### src/rtl/line_fill_pkg.sv
// line_fill_pkg
//   Shared types and default geometry for the line fill engine.
//   LINE_WIDTH and OFS_BITS describe the default line geometry; the
//   engine recomputes them locally from its own parameters.
package line_fill_pkg;

  localparam int LF_ADDR_WIDTH     = 16;
  localparam int LF_DATA_WIDTH     = 32;
  localparam int LF_WORDS_PER_LINE = 4;

  localparam int LINE_WIDTH = LF_DATA_WIDTH * LF_WORDS_PER_LINE;
  localparam int OFS_BITS   = $clog2(LF_WORDS_PER_LINE);

  typedef enum logic [2:0] {
    ST_IDLE     = 3'd0,
    ST_RD_ISSUE = 3'd1,
    ST_RD_DRAIN = 3'd2,
    ST_WR_ISSUE = 3'd3,
    ST_RESP     = 3'd4
  } lf_state_e;

endpackage

### src/rtl/line_fill_buf.sv
// line_fill_buf
//   One cache line of storage, organised as WORDS_PER_LINE words.
//   Ports:
//     clk, rst_n  clock, synchronous active-low reset (clears the line)
//     load_en     load the whole line from load_line (has priority)
//     load_line   full line to load
//     wr_en       write one word: wr_word into word wr_idx
//     wr_idx      word index for single-word writes
//     wr_word     data for single-word writes
//     rd_idx      word-select for the combinational read port
//     rd_word     word rd_idx of the current contents
//     line        whole line, word k at [k*DATA_WIDTH +: DATA_WIDTH]
module line_fill_buf #(
  parameter int DATA_WIDTH     = 32,
  parameter int WORDS_PER_LINE = 4,
  parameter int OFS_W          = $clog2(WORDS_PER_LINE)
) (
  input  logic                               clk,
  input  logic                               rst_n,
  input  logic                               load_en,
  input  logic [DATA_WIDTH*WORDS_PER_LINE-1:0] load_line,
  input  logic                               wr_en,
  input  logic [OFS_W-1:0]                   wr_idx,
  input  logic [DATA_WIDTH-1:0]              wr_word,
  input  logic [OFS_W-1:0]                   rd_idx,
  output logic [DATA_WIDTH-1:0]              rd_word,
  output logic [DATA_WIDTH*WORDS_PER_LINE-1:0] line
);

  logic [DATA_WIDTH-1:0] words [WORDS_PER_LINE];

  always_ff @(posedge clk) begin
    if (!rst_n) begin
      for (int i = 0; i < WORDS_PER_LINE; i++) words[i] <= '0;
    end else if (load_en) begin
      for (int i = 0; i < WORDS_PER_LINE; i++)
        words[i] <= load_line[i*DATA_WIDTH +: DATA_WIDTH];
    end else if (wr_en) begin
      words[wr_idx] <= wr_word;
    end
  end

  assign rd_word = words[rd_idx];

  for (genvar g = 0; g < WORDS_PER_LINE; g++) begin : g_pack
    assign line[g*DATA_WIDTH +: DATA_WIDTH] = words[g];
  end

endmodule

### src/rtl/line_fill_engine.sv
// line_fill_engine
//   Converts one cache-line read or write request into a burst of
//   single-word accesses on a synchronous word-wide memory port.
//   Ports:
//     clk, rst_n          clock, synchronous active-low reset
//     req_valid/ready     request handshake (ready only in IDLE, out of reset)
//     req_write           1 = line write, 0 = line read
//     req_addr            word address, line-offset bits ignored
//     req_wline           line to write
//     resp_valid/ready    response handshake
//     resp_rline          line buffer contents
//     mem_re/we/addr/wdata  registered memory port outputs
//     mem_rdata           memory read data, valid one cycle after mem_re
//   Build option: LINE_FILL_WRITE_RESP_EN -- when defined, writes finish
//   with a response handshake; otherwise they return straight to IDLE.
//
//   state     | meaning
//   ----------+-----------------------------------------------
//   IDLE      | waiting for a request
//   RD_ISSUE  | issuing read k (mem_re), capturing word k-1
//   RD_DRAIN  | capturing the last returned word
//   WR_ISSUE  | writing buffer word k (mem_we)
//   RESP      | holding resp_valid until resp_ready
module line_fill_engine
  import line_fill_pkg::*;
#(
  parameter int ADDR_WIDTH     = LF_ADDR_WIDTH,
  parameter int DATA_WIDTH     = LF_DATA_WIDTH,
  parameter int WORDS_PER_LINE = LF_WORDS_PER_LINE
) (
  input  logic                                 clk,
  input  logic                                 rst_n,
  input  logic                                 req_valid,
  output logic                                 req_ready,
  input  logic                                 req_write,
  input  logic [ADDR_WIDTH-1:0]                req_addr,
  input  logic [DATA_WIDTH*WORDS_PER_LINE-1:0] req_wline,
  output logic                                 resp_valid,
  input  logic                                 resp_ready,
  output logic [DATA_WIDTH*WORDS_PER_LINE-1:0] resp_rline,
  output logic                                 mem_re,
  output logic                                 mem_we,
  output logic [ADDR_WIDTH-1:0]                mem_addr,
  output logic [DATA_WIDTH-1:0]                mem_wdata,
  input  logic [DATA_WIDTH-1:0]                mem_rdata
);

  localparam int LINE_W = DATA_WIDTH * WORDS_PER_LINE;
  localparam int OFS_W  = $clog2(WORDS_PER_LINE);
  localparam logic [OFS_W-1:0]      K_LAST   = OFS_W'(WORDS_PER_LINE - 1);
  localparam logic [ADDR_WIDTH-1:0] OFS_MASK = ADDR_WIDTH'(WORDS_PER_LINE - 1);

  lf_state_e             state, state_nx;
  logic [OFS_W-1:0]      k, k_nx;
  logic [ADDR_WIDTH-1:0] base, base_nx;
  logic                  load_en;
  logic                  accept;

  // Capture pipeline: word j issued in one cycle returns in the next.
  logic                  cap_en;
  logic [OFS_W-1:0]      cap_idx;

  logic [DATA_WIDTH-1:0] buf_rd_word;
  logic [LINE_W-1:0]     buf_line;

  assign req_ready  = rst_n && (state == ST_IDLE);
  assign accept     = req_valid && req_ready;
  assign resp_valid = (state == ST_RESP);
  assign resp_rline = buf_line;

  always_comb begin
    state_nx = state;
    k_nx     = k;
    base_nx  = base;
    load_en  = 1'b0;
    case (state)
      ST_IDLE: begin
        if (accept) begin
          base_nx = req_addr & ~OFS_MASK;
          k_nx    = '0;
          if (req_write) begin
            load_en  = 1'b1;
            state_nx = ST_WR_ISSUE;
          end else begin
            state_nx = ST_RD_ISSUE;
          end
        end
      end
      ST_RD_ISSUE: begin
        if (k == K_LAST) begin
          k_nx     = '0;
          state_nx = ST_RD_DRAIN;
        end else begin
          k_nx = k + 1'b1;
        end
      end
      ST_RD_DRAIN: state_nx = ST_RESP;
      ST_WR_ISSUE: begin
        if (k == K_LAST) begin
          k_nx = '0;
`ifdef LINE_FILL_WRITE_RESP_EN
          state_nx = ST_RESP;
`else
          state_nx = ST_IDLE;
`endif
        end else begin
          k_nx = k + 1'b1;
        end
      end
      ST_RESP: begin
        if (resp_ready) state_nx = ST_IDLE;
      end
      default: state_nx = ST_IDLE;
    endcase
  end

  // Memory port outputs are registered from the next-state values so the
  // enables line up with the state that owns them.
  always_ff @(posedge clk) begin
    if (!rst_n) begin
      state     <= ST_IDLE;
      k         <= '0;
      base      <= '0;
      cap_en    <= 1'b0;
      cap_idx   <= '0;
      mem_re    <= 1'b0;
      mem_we    <= 1'b0;
      mem_addr  <= '0;
      mem_wdata <= '0;
    end else begin
      state   <= state_nx;
      k       <= k_nx;
      base    <= base_nx;
      cap_en  <= (state == ST_RD_ISSUE);
      cap_idx <= k;
      mem_re  <= (state_nx == ST_RD_ISSUE);
      mem_we  <= (state_nx == ST_WR_ISSUE);
      if (state_nx == ST_RD_ISSUE || state_nx == ST_WR_ISSUE)
        mem_addr <= base_nx + ADDR_WIDTH'(k_nx);
      // On accept the buffer is loaded at the same edge, so word 0 comes
      // straight from the request; later words come from the buffer.
      if (load_en)
        mem_wdata <= req_wline[DATA_WIDTH-1:0];
      else if (state_nx == ST_WR_ISSUE)
        mem_wdata <= buf_rd_word;
    end
  end

  line_fill_buf #(
    .DATA_WIDTH     (DATA_WIDTH),
    .WORDS_PER_LINE (WORDS_PER_LINE),
    .OFS_W          (OFS_W)
  ) u_buf (
    .clk       (clk),
    .rst_n     (rst_n),
    .load_en   (load_en),
    .load_line (req_wline),
    .wr_en     (cap_en),
    .wr_idx    (cap_idx),
    .wr_word   (mem_rdata),
    .rd_idx    (k_nx),
    .rd_word   (buf_rd_word),
    .line      (buf_line)
  );

endmodule

### config.mk
export PLATFORM = sky130hd
export DESIGN_NAME = line_fill_engine
export DESIGN_NICKNAME = d
export VERILOG_FILES = /design/src/rtl/line_fill_pkg.sv /design/src/rtl/line_fill_buf.sv /design/src/rtl/line_fill_engine.sv
export SDC_FILE = /design/constraint.sdc
export NUM_CORES = 1
export LEC_CHECK = 0
export CAP_MARGIN = 20
export CORE_ASPECT_RATIO = 1.75
export CORE_MARGIN = 2
export CORE_UTILIZATION = 45
export CTS_CLUSTER_SIZE = 24
export DETAILED_ROUTE_END_ITERATION = 6
export PLACE_DENSITY = 0.84
export SLEW_MARGIN = 20
export SYNTH_ARGS = -nofsm -noshare
export SYNTH_HDL_FRONTEND = slang
export SYNTH_SLANG_ARGS = --single-unit
### constraint.sdc
create_clock -name clk -period 3.8 [get_ports clk]
set_input_delay 0.76 -clock clk [delete_from_list [all_inputs] [get_ports clk]]
set_output_delay 0.76 -clock clk [all_outputs]
set_load 0.05 [all_outputs]
Fig. 1: run 1, the metal 3 layer
Scale: 2 px per um.
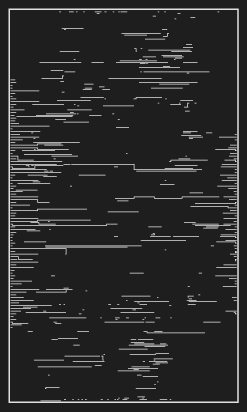
main direction: horizontal
share of all routed wire: 8.2%
nets with wire on the layer: 277
overall via count from detail_route: 8855
final wirelength: 35700 um
met3 Track Usage GR: 6.05%

Fig. 2: run 1, drive-strength map
Scale: 3 px per um.
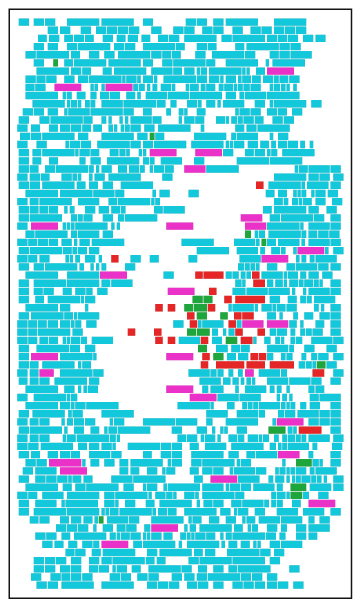
| color | size | cells |
|---|---|---|
| cyan | x1 and smaller | 1105 |
| magenta | x6 and larger | 30 |
| red | x3 and x4 | 34 |
| green | x2 | 21 |

Fig. 3: run 1, the metal 2 layer
Scale: 2 px per um. Cells faint in the background.
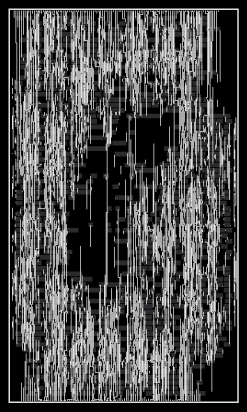
longest straight run: 73.3 um
nets with wire on the layer: 1238
wire length on this layer: 18100 um
main direction: vertical

Fig. 4: run 1, selected gate families
Scale: 3 px per um.
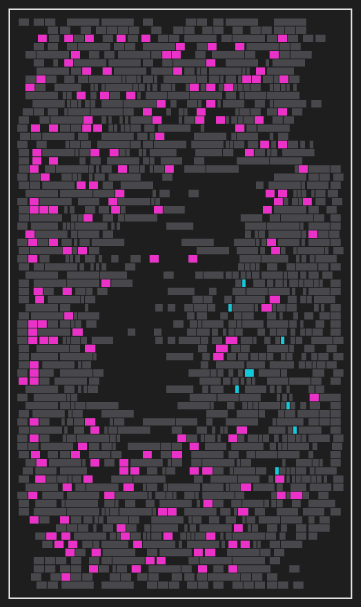
| color | family | cells | most used |
|---|---|---|---|
| cyan | inv cells | 8 | inv_1 |
| magenta | non-inverting ao/oa cells | 168 | a22o_1 |
logic share of the area: 27.3%
most frequently placed logic cell in the final layout: clkdlybuf4s50_1

==> impl_results.html, run 1 <==
<!-- implementation run metrics -->
<table>
<tr><th>Metric</th><th>Value</th></tr>
<tr><th colspan="2">Worst setup path</th></tr>
<tr><td>Crit-path cells</td><td>ha_1, or3b_1, o221ai_4, buf_4, a41oi_4, a2111oi_2, xor2_1, o21ai_1</td></tr>
<tr><td>Largest stage delay, worst path</td><td>0.62 ns</td></tr>
<tr><td>Critical path data required time</td><td>between 4 and 5 ns</td></tr>
<tr><td>Startpoint of the lowest-slack register-to-register path</td><td>k[0]</td></tr>
<tr><td>CP Capture Type</td><td>flip-flop</td></tr>
<tr><td>End of the worst register-to-register path</td><td>mem_addr[15]</td></tr>
<tr><td>First element of the critical path</td><td>k[0]</td></tr>
<tr><td>Setup slack of the most critical reg-to-reg path</td><td>between 0.6 and 0.7 ns</td></tr>
<tr><td>Number of gates on the worst path with buffers counted</td><td>8</td></tr>
<tr><td>WP buf/inv</td><td>1</td></tr>
<tr><td>Arr. time, crit path</td><td>between 3 and 4 ns</td></tr>
<tr><td>Peak fanout along the critical path</td><td>65</td></tr>
<tr><td>Length in cells of the worst reg-to-reg path</td><td>8</td></tr>
<tr><td>Kind of cell adding the most delay to the critical path</td><td>AND-OR/OR-AND gates</td></tr>
<tr><td>Worst setup path category</td><td>flip-flop to flip-flop</td></tr>
<tr><th colspan="2">Synth</th></tr>
<tr><td>Yosys stat cell total</td><td>837</td></tr>
<tr><td>Post-synthesis area per instance</td><td>11.3 um^2</td></tr>
<tr><td>Top cell type by total area after synthesis</td><td>edfxtp_1</td></tr>
<tr><td>Gate count after technology mapping</td><td>between 800 and 900</td></tr>
<tr><td>Total cell area reported by yosys after synthesis</td><td>between 9000 and 10000 um^2</td></tr>
<tr><td>Largest cells by area after synthesis</td><td>edfxtp_1 41%, dfxtp_1 16%, a22o_1 14%</td></tr>
<tr><td>Area share of the leading cell type in the synthesized netlist</td><td>between 40% and 50%</td></tr>
<tr><td>Dominant synthesized flop cell</td><td>edfxtp_1</td></tr>
<tr><td>Number of unique standard cell types used by synthesis</td><td>around 64</td></tr>
<tr><td>Adders+Majority by Area</td><td>less than 1%</td></tr>
<tr><td>Register share after synthesis</td><td>approximately 56%</td></tr>
<tr><td>Flop and latch count out of synthesis</td><td>between 200 and 250</td></tr>
<tr><td>Warnings, synthesis</td><td>0</td></tr>
<tr><td>Area share of and/or/nand/nor cells after synthesis</td><td>between 10 and 15%</td></tr>
<tr><td>Leading post-synthesis cells by instance count</td><td>153 x nand2_1, 147 x a22o_1, 128 x edfxtp_1, 74 x dfxtp_1, 38 x nand3_1</td></tr>
<tr><td>Xor and xnor area share after synthesis</td><td>about 1.0%</td></tr>
<tr><td>Complex-gate fraction of the synthesized area</td><td>around 22%</td></tr>
<tr><th colspan="2">Pwr</th></tr>
<tr><td>Combinational Power</td><td>between 0.001 and 0.0015 W</td></tr>
<tr><td>Leakage</td><td>just over 5 nW</td></tr>
<tr><td>Worst supply voltage drop on vdd</td><td>approximately 0.41 mV</td></tr>
<tr><td>Power share of the combinational group</td><td>about a quarter</td></tr>
<tr><td>Power consumed by sequential cells</td><td>roughly 0.0026 W</td></tr>
<tr><td>Register share of total power</td><td>a little over two fifths</td></tr>
<tr><td>Switching power total</td><td>roughly 0.0019 W</td></tr>
<tr><td>Reported clock group power</td><td>approximately 0.0019 W</td></tr>
<tr><td>Top power group</td><td>sequential cells</td></tr>
<tr><td>Switching power as a share of total power</td><td>about 31%</td></tr>
<tr><td>Power density of the placed cells</td><td>between 400 and 500 nW/um^2</td></tr>
<tr><td>Internal Dissipation</td><td>between 0.004 and 0.005 W</td></tr>
<tr><td>Power, Total</td><td>0.00596 W</td></tr>
<tr><th colspan="2">Clocking</th></tr>
<tr><td>Latest clock arrival within the worst-skew pair</td><td>roughly 0.5 ns</td></tr>
<tr><td>Post-CTS Resized</td><td>0</td></tr>
<tr><td>Total CTS buffers</td><td>20</td></tr>
<tr><td>Number of sinks driven by the clock tree</td><td>a little over 200</td></tr>
<tr><td>Number of levels in the clock H-tree</td><td>1</td></tr>
<tr><td>Maximum buffer depth of the clock tree</td><td>3</td></tr>
<tr><td>Root buffer cell</td><td>clkbuf_16</td></tr>
<tr><td>Hold buffer count at cts</td><td>0</td></tr>
<tr><th colspan="2">Final layout</th></tr>
<tr><td>Final cell utilization of the core</td><td>between 60% and 70%</td></tr>
<tr><td>Post-synthesis to final-layout area growth</td><td>47.3%</td></tr>
<tr><td>Final clock-cell share</td><td>around 4.5%</td></tr>
<tr><td>Final Instance Count excl. Fillers</td><td>roughly 1400</td></tr>
<tr><td>Share of final-layout standard cells stronger than drive strength 1</td><td>roughly 7.1%</td></tr>
<tr><td>Nonclk inv count</td><td>8</td></tr>
<tr><td>Flip-flops</td><td>202</td></tr>
<tr><td>Area used by sequential logic in the layout</td><td>~5300 um^2</td></tr>
<tr><td>Number of clock-tree buffers in the layout</td><td>22</td></tr>
<tr><td>Nets</td><td>about 1400</td></tr>
<tr><td>Most used cells in the layout excluding fill and tap cells</td><td>357 x clkdlybuf4s50_1, 153 x nand2_1, 146 x a22o_1</td></tr>
<tr><td>Post-route design area</td><td>13900 um^2</td></tr>
<tr><td>Comb_multi_in</td><td>between 500 and 600</td></tr>
<tr><td>Register with the most flip-flops</td><td>u_buf.words</td></tr>
<tr><th colspan="2">Global routing</th></tr>
<tr><td>Met1 global-route usage</td><td>between 30 and 40%</td></tr>
<tr><td>Aggregate global-route resource usage</td><td>between 30% and 40%</td></tr>
<tr><td>Met2 track demand over resource</td><td>a little over half</td></tr>
<tr><td>Final global-route overflow total</td><td>0</td></tr>
<tr><td>Wire length of the first global-routing pass</td><td>53100 um</td></tr>
<tr><td>Vias in the first global route</td><td>9035</td></tr>
<tr><th colspan="2">Hold path</th></tr>
<tr><td>Number of instances on the worst hold path</td><td>2</td></tr>
<tr><td>Type of the tightest min-delay check</td><td>flip-flop to flip-flop</td></tr>
<tr><td>Worst min-delay path startpoint</td><td>mem_addr[7]</td></tr>
<tr><th colspan="2">Die</th></tr>
<tr><td>Num tapcells</td><td>~250</td></tr>
<tr><td>Core outline area</td><td>20800 um^2</td></tr>
<tr><td>Horiz. Die Dim</td><td>114 um</td></tr>
<tr><td>Height of the die</td><td>196 um</td></tr>
<tr><td>Floorplan-stage core utilization</td><td>45.6%</td></tr>
<tr><td>Chip area</td><td>roughly 22000 um^2</td></tr>
<tr><td>Number of rows in the core area</td><td>around 70</td></tr>
<tr><td>Count of boundary I/O pins</td><td>between 300 and 400</td></tr>
<tr><th colspan="2">Detailed routing</th></tr>
<tr><td>Top routing layer in use</td><td>met4</td></tr>
<tr><td>Met2 WL</td><td>~18000 um</td></tr>
<tr><td>DRC violation count after routing</td><td>0</td></tr>
<tr><td>Met3 wirelength from detailed routing</td><td>2910 um</td></tr>
<tr><td>Drt wl/cell</td><td>roughly 25 um</td></tr>
<tr><td>Number of antenna-violating nets in the routed design</td><td>0</td></tr>
<tr><td>Via density per instance</td><td>slightly above 6</td></tr>
<tr><td>Initial DRT Pass Iterations</td><td>5</td></tr>
<tr><th colspan="2">Run</th></tr>
<tr><td>OpenROAD warnings</td><td>28</td></tr>
<tr><th colspan="2">Final timing</th></tr>
<tr><td>Peak clock frequency supported by timing</td><td>0.316 GHz</td></tr>
<tr><td>Setup repair after global routing missed its margin</td><td>no</td></tr>
<tr><td>Slack of the critical path</td><td>~0.64 ns</td></tr>
<tr><td>Number of endpoints with negative hold slack in the final report</td><td>0</td></tr>
<tr><td>Tcrit/Tclk final</td><td>between 80% and 90%</td></tr>
<tr><td>Final-report max-slew violation count</td><td>0</td></tr>
<tr><td>Number of endpoints failing setup at the final stage</td><td>0</td></tr>
<tr><td>Fin Clk Skew</td><td>roughly 0.014 ns</td></tr>
<tr><td>Normalized max-slew margin</td><td>about two fifths</td></tr>
<tr><th colspan="2">Run status</th></tr>
<tr><td>Outcome</td><td>finished clean</td></tr>
<tr><th colspan="2">Placement</th></tr>
<tr><td>GPL Wtd Cong</td><td>0.923</td></tr>
<tr><td>Post-placement cell count</td><td>around 1400</td></tr>
<tr><td>Port Buf Inserts</td><td>roughly 360</td></tr>
</table>
Fig. 5: run 1, routing congestion map
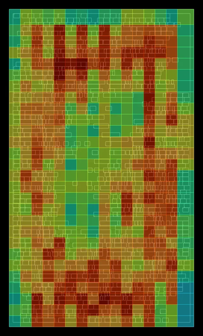

==> run 2, diff against run 1 <==
==> constraint.sdc (replaced) <==
create_clock -name clk -period 3.1 [get_ports clk]
set_input_delay 0.62 -clock clk [delete_from_list [all_inputs] [get_ports clk]]
set_output_delay 0.62 -clock clk [all_outputs]
set_load 0.05 [all_outputs]
Fig. 6: run 2, routing congestion map
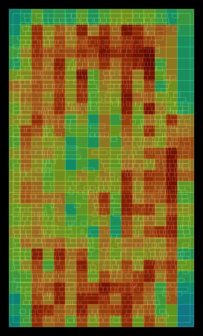
drt wl/cell: 24.6 um
met2 track demand over resource: 54.8%
Most Used Layer, Global Route: met2

Fig. 7: run 2, drive-strength map
Scale: 3 px per um.
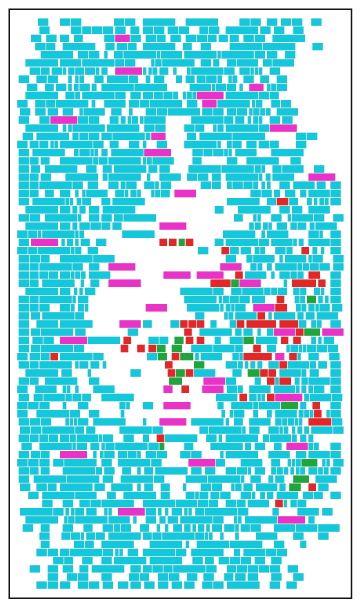
| color | size | cells | most used |
|---|---|---|---|
| cyan | x1 and smaller | 1102 | clkdlybuf4s50_1 |
| red | x3 and x4 | 52 | buf_4 |
| magenta | x6 and larger | 37 | clkbuf_16 |
| green | x2 | 19 | nand2b_2 |
post-synthesis to final-layout area growth: 49.6%
bufs w/o clock: 407
slack of the critical path: 0.262 ns
post-route design area: 14100 um^2

==> run 2 against run 1 <==
The flow now finishes with violations (design-rule violations). Flip-flop count unchanged. Global-route usage hardly changed. Clock skew is 0.0077 ns higher. Die area unchanged. Synthesized area did not move. Power increased by 23%. Sequential power increased by 22%. Core utilization increased by 1.0 points. Non-clock buffer count increased by 22. Sequential share of layout area fell by 0.58 points. Critical endpoint is now resp_valid. Largest cell class unchanged.
==> impl_results.html, run 2 <==
<!-- implementation run metrics -->
<table>
<tr><th>Metric</th><th>Value</th></tr>
<tr><th colspan="2">Global routing</th></tr>
<tr><td>Met1 global-route usage</td><td>about 36%</td></tr>
<tr><td>Wire length of the first global-routing pass</td><td>53400 um</td></tr>
<tr><td>Vias in the first global route</td><td>9044</td></tr>
<tr><td>Aggregate global-route resource usage</td><td>a little under a third</td></tr>
<tr><td>Met3 Track Usage GR</td><td>6.18%</td></tr>
<tr><td>Final global-route overflow total</td><td>0</td></tr>
<tr><th colspan="2">Final timing</th></tr>
<tr><td>Number of endpoints with negative hold slack in the final report</td><td>0</td></tr>
<tr><td>Normalized max-slew margin</td><td>59.3%</td></tr>
<tr><td>Number of endpoints failing setup at the final stage</td><td>0</td></tr>
<tr><td>Final-report max-slew violation count</td><td>0</td></tr>
<tr><td>Tcrit/Tclk final</td><td>about nine tenths</td></tr>
<tr><td>Setup repair after global routing missed its margin</td><td>no</td></tr>
<tr><td>Peak clock frequency supported by timing</td><td>roughly 0.35 GHz</td></tr>
<tr><td>Actual slew at the worst max-slew pin</td><td>0.608 ns</td></tr>
<tr><th colspan="2">Worst setup path</th></tr>
<tr><td>WP buf/inv</td><td>2</td></tr>
<tr><td>Arr. time, crit path</td><td>approximately 2.2 ns</td></tr>
<tr><td>Startpoint of the lowest-slack register-to-register path</td><td>k[0]</td></tr>
<tr><td>End of the worst register-to-register path</td><td>mem_addr[8]</td></tr>
<tr><td>Length in cells of the worst reg-to-reg path</td><td>9</td></tr>
<tr><td>Worst setup path category</td><td>flip-flop to output pin</td></tr>
<tr><td>Number of gates on the worst path with buffers counted</td><td>3</td></tr>
<tr><td>Peak fanout along the critical path</td><td>8</td></tr>
<tr><td>First element of the critical path</td><td>state[2]</td></tr>
<tr><td>Largest stage delay, worst path</td><td>about 0.86 ns</td></tr>
<tr><td>Kind of cell adding the most delay to the critical path</td><td>buffers and inverters</td></tr>
<tr><td>Setup slack of the most critical reg-to-reg path</td><td>about 0.28 ns</td></tr>
<tr><td>Crit-path cells</td><td>inv_1, nor3_1, clkdlybuf4s50_1</td></tr>
<tr><td>Critical path data required time</td><td>approximately 2.5 ns</td></tr>
<tr><th colspan="2">Final layout</th></tr>
<tr><td>Most used cells in the layout excluding fill and tap cells</td><td>357 x clkdlybuf4s50_1, 153 x nand2_1, 146 x a22o_1</td></tr>
<tr><td>Register with the most flip-flops</td><td>u_buf.words</td></tr>
<tr><td>Comb_multi_in</td><td>~560</td></tr>
<tr><td>Final cell utilization of the core</td><td>approximately two thirds</td></tr>
<tr><td>Inserted Diodes</td><td>0</td></tr>
<tr><td>Share of final-layout standard cells stronger than drive strength 1</td><td>under 10%</td></tr>
<tr><td>Most frequently placed logic cell in the final layout</td><td>clkdlybuf4s50_1</td></tr>
<tr><td>Final clock-cell share</td><td>under 10%</td></tr>
<tr><td>Final Instance Count excl. Fillers</td><td>between 1000 and 1500</td></tr>
<tr><td>Area used by sequential logic in the layout</td><td>~5300 um^2</td></tr>
<tr><td>Flip-flops</td><td>202</td></tr>
<tr><td>Nonclk inv count</td><td>8</td></tr>
<tr><td>Nets</td><td>around 1400</td></tr>
<tr><td>Logic share of the area</td><td>a little over a quarter</td></tr>
<tr><td>Number of clock-tree buffers in the layout</td><td>28</td></tr>
<tr><th colspan="2">Synth</th></tr>
<tr><td>Xor and xnor area share after synthesis</td><td>1.02%</td></tr>
<tr><td>Complex-gate fraction of the synthesized area</td><td>approximately 22%</td></tr>
<tr><td>Area share of the leading cell type in the synthesized netlist</td><td>between 40% and 50%</td></tr>
<tr><td>Most repeated cell in the gate-level netlist after synthesis</td><td>nand2_1</td></tr>
<tr><td>Flop and latch count out of synthesis</td><td>202</td></tr>
<tr><td>Largest cells by area after synthesis</td><td>edfxtp_1 41%, dfxtp_1 16%, a22o_1 14%</td></tr>
<tr><td>Total cell area reported by yosys after synthesis</td><td>~9500 um^2</td></tr>
<tr><td>Yosys stat cell total</td><td>837</td></tr>
<tr><td>Adders+Majority by Area</td><td>less than 1%</td></tr>
<tr><td>Number of unique standard cell types used by synthesis</td><td>between 60 and 70</td></tr>
<tr><td>Register share after synthesis</td><td>between 50% and 60%</td></tr>
<tr><td>Dominant synthesized flop cell</td><td>edfxtp_1</td></tr>
<tr><td>Gate count after technology mapping</td><td>837</td></tr>
<tr><td>Warnings, synthesis</td><td>0</td></tr>
<tr><td>Top cell type by total area after synthesis</td><td>edfxtp_1</td></tr>
<tr><td>Post-synthesis area per instance</td><td>11.3 um^2</td></tr>
<tr><td>Area share of and/or/nand/nor cells after synthesis</td><td>14.7%</td></tr>
<tr><th colspan="2">Pwr</th></tr>
<tr><td>Switching power total</td><td>0.00227 W</td></tr>
<tr><td>Top power group</td><td>sequential cells</td></tr>
<tr><td>Register share of total power</td><td>between 40% and 50%</td></tr>
<tr><td>Switching power as a share of total power</td><td>31.1%</td></tr>
<tr><td>Worst supply voltage drop on vdd</td><td>around 0.5 mV</td></tr>
<tr><td>Power, Total</td><td>around 0.0073 W</td></tr>
<tr><td>Power share of the combinational group</td><td>24.6%</td></tr>
<tr><td>Reported clock group power</td><td>roughly 0.0024 W</td></tr>
<tr><td>Leakage</td><td>approximately 5.3 nW</td></tr>
<tr><td>Power density of the placed cells</td><td>about 520 nW/um^2</td></tr>
<tr><th colspan="2">Detailed routing</th></tr>
<tr><td>Number of antenna-violating nets in the routed design</td><td>0</td></tr>
<tr><td>Met3 wirelength from detailed routing</td><td>approximately 3000 um</td></tr>
<tr><td>Initial DRT Pass Iterations</td><td>7</td></tr>
<tr><td>Met2 WL</td><td>approximately 18000 um</td></tr>
<tr><td>Final wirelength</td><td>around 36000 um</td></tr>
<tr><td>DRC violation count after routing</td><td>1</td></tr>
<tr><td>Overall via count from detail_route</td><td>8909</td></tr>
<tr><td>Top routing layer in use</td><td>met5</td></tr>
<tr><th colspan="2">Clocking</th></tr>
<tr><td>Maximum buffer depth of the clock tree</td><td>3</td></tr>
<tr><td>Post-CTS Resized</td><td>0</td></tr>
<tr><td>Hold buffer count at cts</td><td>0</td></tr>
<tr><td>Number of levels in the clock H-tree</td><td>1</td></tr>
<tr><td>Number of sinks driven by the clock tree</td><td>202</td></tr>
<tr><td>Latest clock arrival within the worst-skew pair</td><td>about 0.50 ns</td></tr>
<tr><th colspan="2">Die</th></tr>
<tr><td>Number of rows in the core area</td><td>roughly 70</td></tr>
<tr><td>Chip area</td><td>between 20000 and 25000 um^2</td></tr>
<tr><td>Horiz. Die Dim</td><td>~110 um</td></tr>
<tr><td>Num tapcells</td><td>approximately 250</td></tr>
<tr><td>Count of boundary I/O pins</td><td>roughly 360</td></tr>
<tr><td>Height of the die</td><td>roughly 200 um</td></tr>
<tr><td>Core outline area</td><td>between 20000 and 25000 um^2</td></tr>
<tr><td>Floorplan-stage core utilization</td><td>a little under half</td></tr>
<tr><th colspan="2">Placement</th></tr>
<tr><td>Port Buf Inserts</td><td>358</td></tr>
<tr><td>GPL Wtd Cong</td><td>0.954</td></tr>
<tr><td>Post-placement cell count</td><td>approximately 1400</td></tr>
<tr><th colspan="2">Hold path</th></tr>
<tr><td>Type of the tightest min-delay check</td><td>flip-flop to flip-flop</td></tr>
<tr><td>Number of instances on the worst hold path</td><td>2</td></tr>
<tr><td>Worst min-delay path startpoint</td><td>mem_addr[13]</td></tr>
<tr><th colspan="2">Run status</th></tr>
<tr><td>Outcome</td><td>finished with violations</td></tr>
<tr><td>Violations in the final reports</td><td>design-rule violations</td></tr>
</table>
Fig. 8: run 2, the metal 3 layer
Scale: 2 px per um.
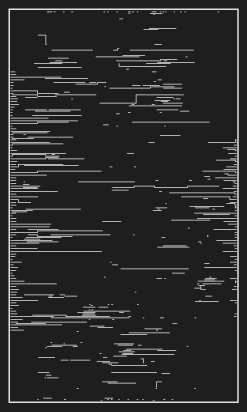

==> run 3, diff against run 2 <==
--- a/config.mk
+++ b/config.mk
@@ -6,12 +6,14 @@
 export NUM_CORES = 1
 export LEC_CHECK = 0
 export CAP_MARGIN = 20
+export CELL_PAD_IN_SITES_DETAIL_PLACEMENT = 1
+export CELL_PAD_IN_SITES_GLOBAL_PLACEMENT = 1
 export CORE_ASPECT_RATIO = 1.75
 export CORE_MARGIN = 2
-export CORE_UTILIZATION = 45
+export CORE_UTILIZATION = 34
 export CTS_CLUSTER_SIZE = 24
 export DETAILED_ROUTE_END_ITERATION = 6
-export PLACE_DENSITY = 0.84
+export PLACE_DENSITY = 0.83
 export SLEW_MARGIN = 20
 export SYNTH_ARGS = -nofsm -noshare
 export SYNTH_HDL_FRONTEND = slang
Fig. 9: run 3, the metal 3 layer
Scale: 1.5 px per um.
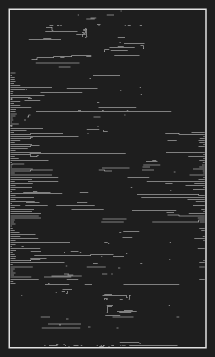
main direction: horizontal
longest straight run: 89.9 um
wire length on this layer: 2690 um

==> run 3 against run 2 <==
The run now ends clean. Clock power grew 14%. Register-to-register slack got worse by 0.03 ns. Sequential power about the same. Via count up 0.46%. Flip-flop count stayed put. Sequential share of layout area is 1.2 points lower. Critical path type is now flip-flop to flip-flop.
==> impl_results.html, run 3 <==
<!-- implementation run metrics -->
<table>
<tr><th>Metric</th><th>Value</th></tr>
<tr><th colspan="2">Worst setup path</th></tr>
<tr><td>Arr. time, crit path</td><td>around 3.3 ns</td></tr>
<tr><td>Largest stage delay, worst path</td><td>around 0.48 ns</td></tr>
<tr><td>Crit-path cells</td><td>ha_1, or3b_1, o221ai_4, nand3_1, fa_1, buf_4, a21oi_1, o21ai_2, xor2_1, a22o_1</td></tr>
<tr><td>Kind of cell adding the most delay to the critical path</td><td>adder cells</td></tr>
<tr><td>Length in cells of the worst reg-to-reg path</td><td>10</td></tr>
<tr><td>Critical path data required time</td><td>approximately 3.5 ns</td></tr>
<tr><td>Startpoint of the lowest-slack register-to-register path</td><td>k[0]</td></tr>
<tr><td>WP buf/inv</td><td>1</td></tr>
<tr><td>CP Capture Type</td><td>flip-flop</td></tr>
<tr><th colspan="2">Final layout</th></tr>
<tr><td>Most frequently placed logic cell in the final layout</td><td>clkdlybuf4s50_1</td></tr>
<tr><td>Bufs w/o clock</td><td>between 400 and 500</td></tr>
<tr><td>Nonclk inv count</td><td>8</td></tr>
<tr><td>Final clock-cell share</td><td>under 10%</td></tr>
<tr><td>Final Instance Count excl. Fillers</td><td>1607</td></tr>
<tr><td>Logic share of the area</td><td>26.0%</td></tr>
<tr><td>Area used by sequential logic in the layout</td><td>5330 um^2</td></tr>
<tr><td>Share of final-layout standard cells stronger than drive strength 1</td><td>10.7%</td></tr>
<tr><td>Flip-flops</td><td>202</td></tr>
<tr><td>Inserted Diodes</td><td>5</td></tr>
<tr><td>Number of clock-tree buffers in the layout</td><td>26</td></tr>
<tr><td>Most used cells in the layout excluding fill and tap cells</td><td>357 x clkdlybuf4s50_1, 153 x nand2_1, 146 x a22o_1</td></tr>
<tr><td>Final cell utilization of the core</td><td>53.5%</td></tr>
<tr><td>Nets</td><td>about 1400</td></tr>
<tr><th colspan="2">Pwr</th></tr>
<tr><td>Register share of total power</td><td>roughly two fifths</td></tr>
<tr><td>Combinational Power</td><td>between 0.0015 and 0.002 W</td></tr>
<tr><td>Top power group</td><td>sequential cells</td></tr>
<tr><td>Leakage</td><td>5.47 nW</td></tr>
<tr><td>Power, Total</td><td>0.00771 W</td></tr>
<tr><td>Internal Dissipation</td><td>0.00529 W</td></tr>
<tr><td>Switching power as a share of total power</td><td>around a third</td></tr>
<tr><td>Power density of the placed cells</td><td>around 530 nW/um^2</td></tr>
<tr><td>Power share of the combinational group</td><td>around 24%</td></tr>
<tr><td>Reported clock group power</td><td>about 0.0027 W</td></tr>
<tr><th colspan="2">Synth</th></tr>
<tr><td>Yosys stat cell total</td><td>between 800 and 900</td></tr>
<tr><td>Gate count after technology mapping</td><td>~840</td></tr>
<tr><td>Dominant synthesized flop cell</td><td>edfxtp_1</td></tr>
<tr><td>Top cell type by total area after synthesis</td><td>edfxtp_1</td></tr>
<tr><td>Register share after synthesis</td><td>56.3%</td></tr>
<tr><td>Flop and latch count out of synthesis</td><td>about 200</td></tr>
<tr><td>Leading post-synthesis cells by instance count</td><td>153 x nand2_1, 147 x a22o_1, 128 x edfxtp_1, 74 x dfxtp_1, 38 x nand3_1</td></tr>
<tr><td>Adders+Majority by Area</td><td>0.476%</td></tr>
<tr><td>Number of unique standard cell types used by synthesis</td><td>roughly 64</td></tr>
<tr><td>Area share of and/or/nand/nor cells after synthesis</td><td>between 10% and 20%</td></tr>
<tr><td>Warnings, synthesis</td><td>0</td></tr>
<tr><th colspan="2">Final timing</th></tr>
<tr><td>Number of endpoints with negative hold slack in the final report</td><td>0</td></tr>
<tr><td>Actual slew at the worst max-slew pin</td><td>roughly 0.68 ns</td></tr>
<tr><td>Fin Clk Skew</td><td>0.0199 ns</td></tr>
<tr><td>Slack of the critical path</td><td>approximately 0.25 ns</td></tr>
<tr><td>Final-report max-slew violation count</td><td>0</td></tr>
<tr><td>Number of endpoints failing setup at the final stage</td><td>0</td></tr>
<tr><td>Tcrit/Tclk final</td><td>between 90% and 100%</td></tr>
<tr><td>Setup repair after global routing missed its margin</td><td>no</td></tr>
<tr><td>Peak clock frequency supported by timing</td><td>~0.35 GHz</td></tr>
<tr><th colspan="2">Clocking</th></tr>
<tr><td>Post-CTS Resized</td><td>0</td></tr>
<tr><td>Hold buffer count at cts</td><td>0</td></tr>
<tr><td>Number of sinks driven by the clock tree</td><td>202</td></tr>
<tr><td>Total CTS buffers</td><td>21</td></tr>
<tr><th colspan="2">Die</th></tr>
<tr><td>Horiz. Die Dim</td><td>around 130 um</td></tr>
<tr><td>Floorplan-stage core utilization</td><td>between 30% and 40%</td></tr>
<tr><td>Count of boundary I/O pins</td><td>361</td></tr>
<tr><td>Height of the die</td><td>between 200 and 250 um</td></tr>
<tr><td>Num tapcells</td><td>~370</td></tr>
<tr><td>Number of rows in the core area</td><td>roughly 80</td></tr>
<tr><td>Core outline area</td><td>roughly 27000 um^2</td></tr>
<tr><th colspan="2">Global routing</th></tr>
<tr><td>Met1 global-route usage</td><td>about 29%</td></tr>
<tr><td>Met2 track demand over resource</td><td>around 50%</td></tr>
<tr><td>Wire length of the first global-routing pass</td><td>60200 um</td></tr>
<tr><td>Final global-route overflow total</td><td>0</td></tr>
<tr><td>Vias in the first global route</td><td>between 9000 and 10000</td></tr>
<tr><td>Most Used Layer, Global Route</td><td>met2</td></tr>
<tr><td>Met3 Track Usage GR</td><td>5.40%</td></tr>
<tr><th colspan="2">Hold path</th></tr>
<tr><td>Type of the tightest min-delay check</td><td>flip-flop to flip-flop</td></tr>
<tr><td>Worst min-delay path startpoint</td><td>mem_addr[13]</td></tr>
<tr><th colspan="2">Detailed routing</th></tr>
<tr><td>Via density per instance</td><td>5.57</td></tr>
<tr><td>Met3 wirelength from detailed routing</td><td>about 2700 um</td></tr>
<tr><td>Final wirelength</td><td>40900 um</td></tr>
<tr><td>DRC violation count after routing</td><td>0</td></tr>
<tr><td>Initial DRT Pass Iterations</td><td>5</td></tr>
<tr><td>Drt wl/cell</td><td>about 25 um</td></tr>
<tr><th colspan="2">Run status</th></tr>
<tr><td>Outcome</td><td>finished clean</td></tr>
<tr><th colspan="2">Placement</th></tr>
<tr><td>Post-placement cell count</td><td>1564</td></tr>
<tr><td>Port Buf Inserts</td><td>approximately 360</td></tr>
<tr><td>GPL Wtd Cong</td><td>0.946</td></tr>
<tr><th colspan="2">Run</th></tr>
<tr><td>OpenROAD warnings</td><td>28</td></tr>
</table>
Fig. 10: run 3, drive-strength map
Scale: 3 px per um.
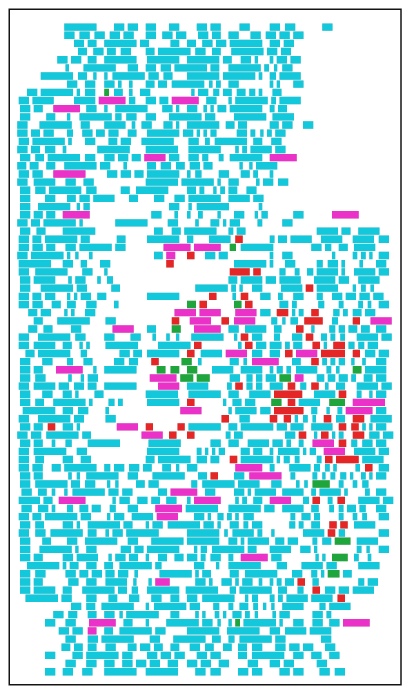
| color | size | cells | most used |
|---|---|---|---|
| red | x3 and x4 | 66 | buf_4 |
| magenta | x6 and larger | 46 | clkbuf_16 |
| cyan | x1 and smaller | 1101 | clkdlybuf4s50_1 |
| green | x2 | 20 | nand2b_2 |

Power is estimated from default activity; no workload was simulated.
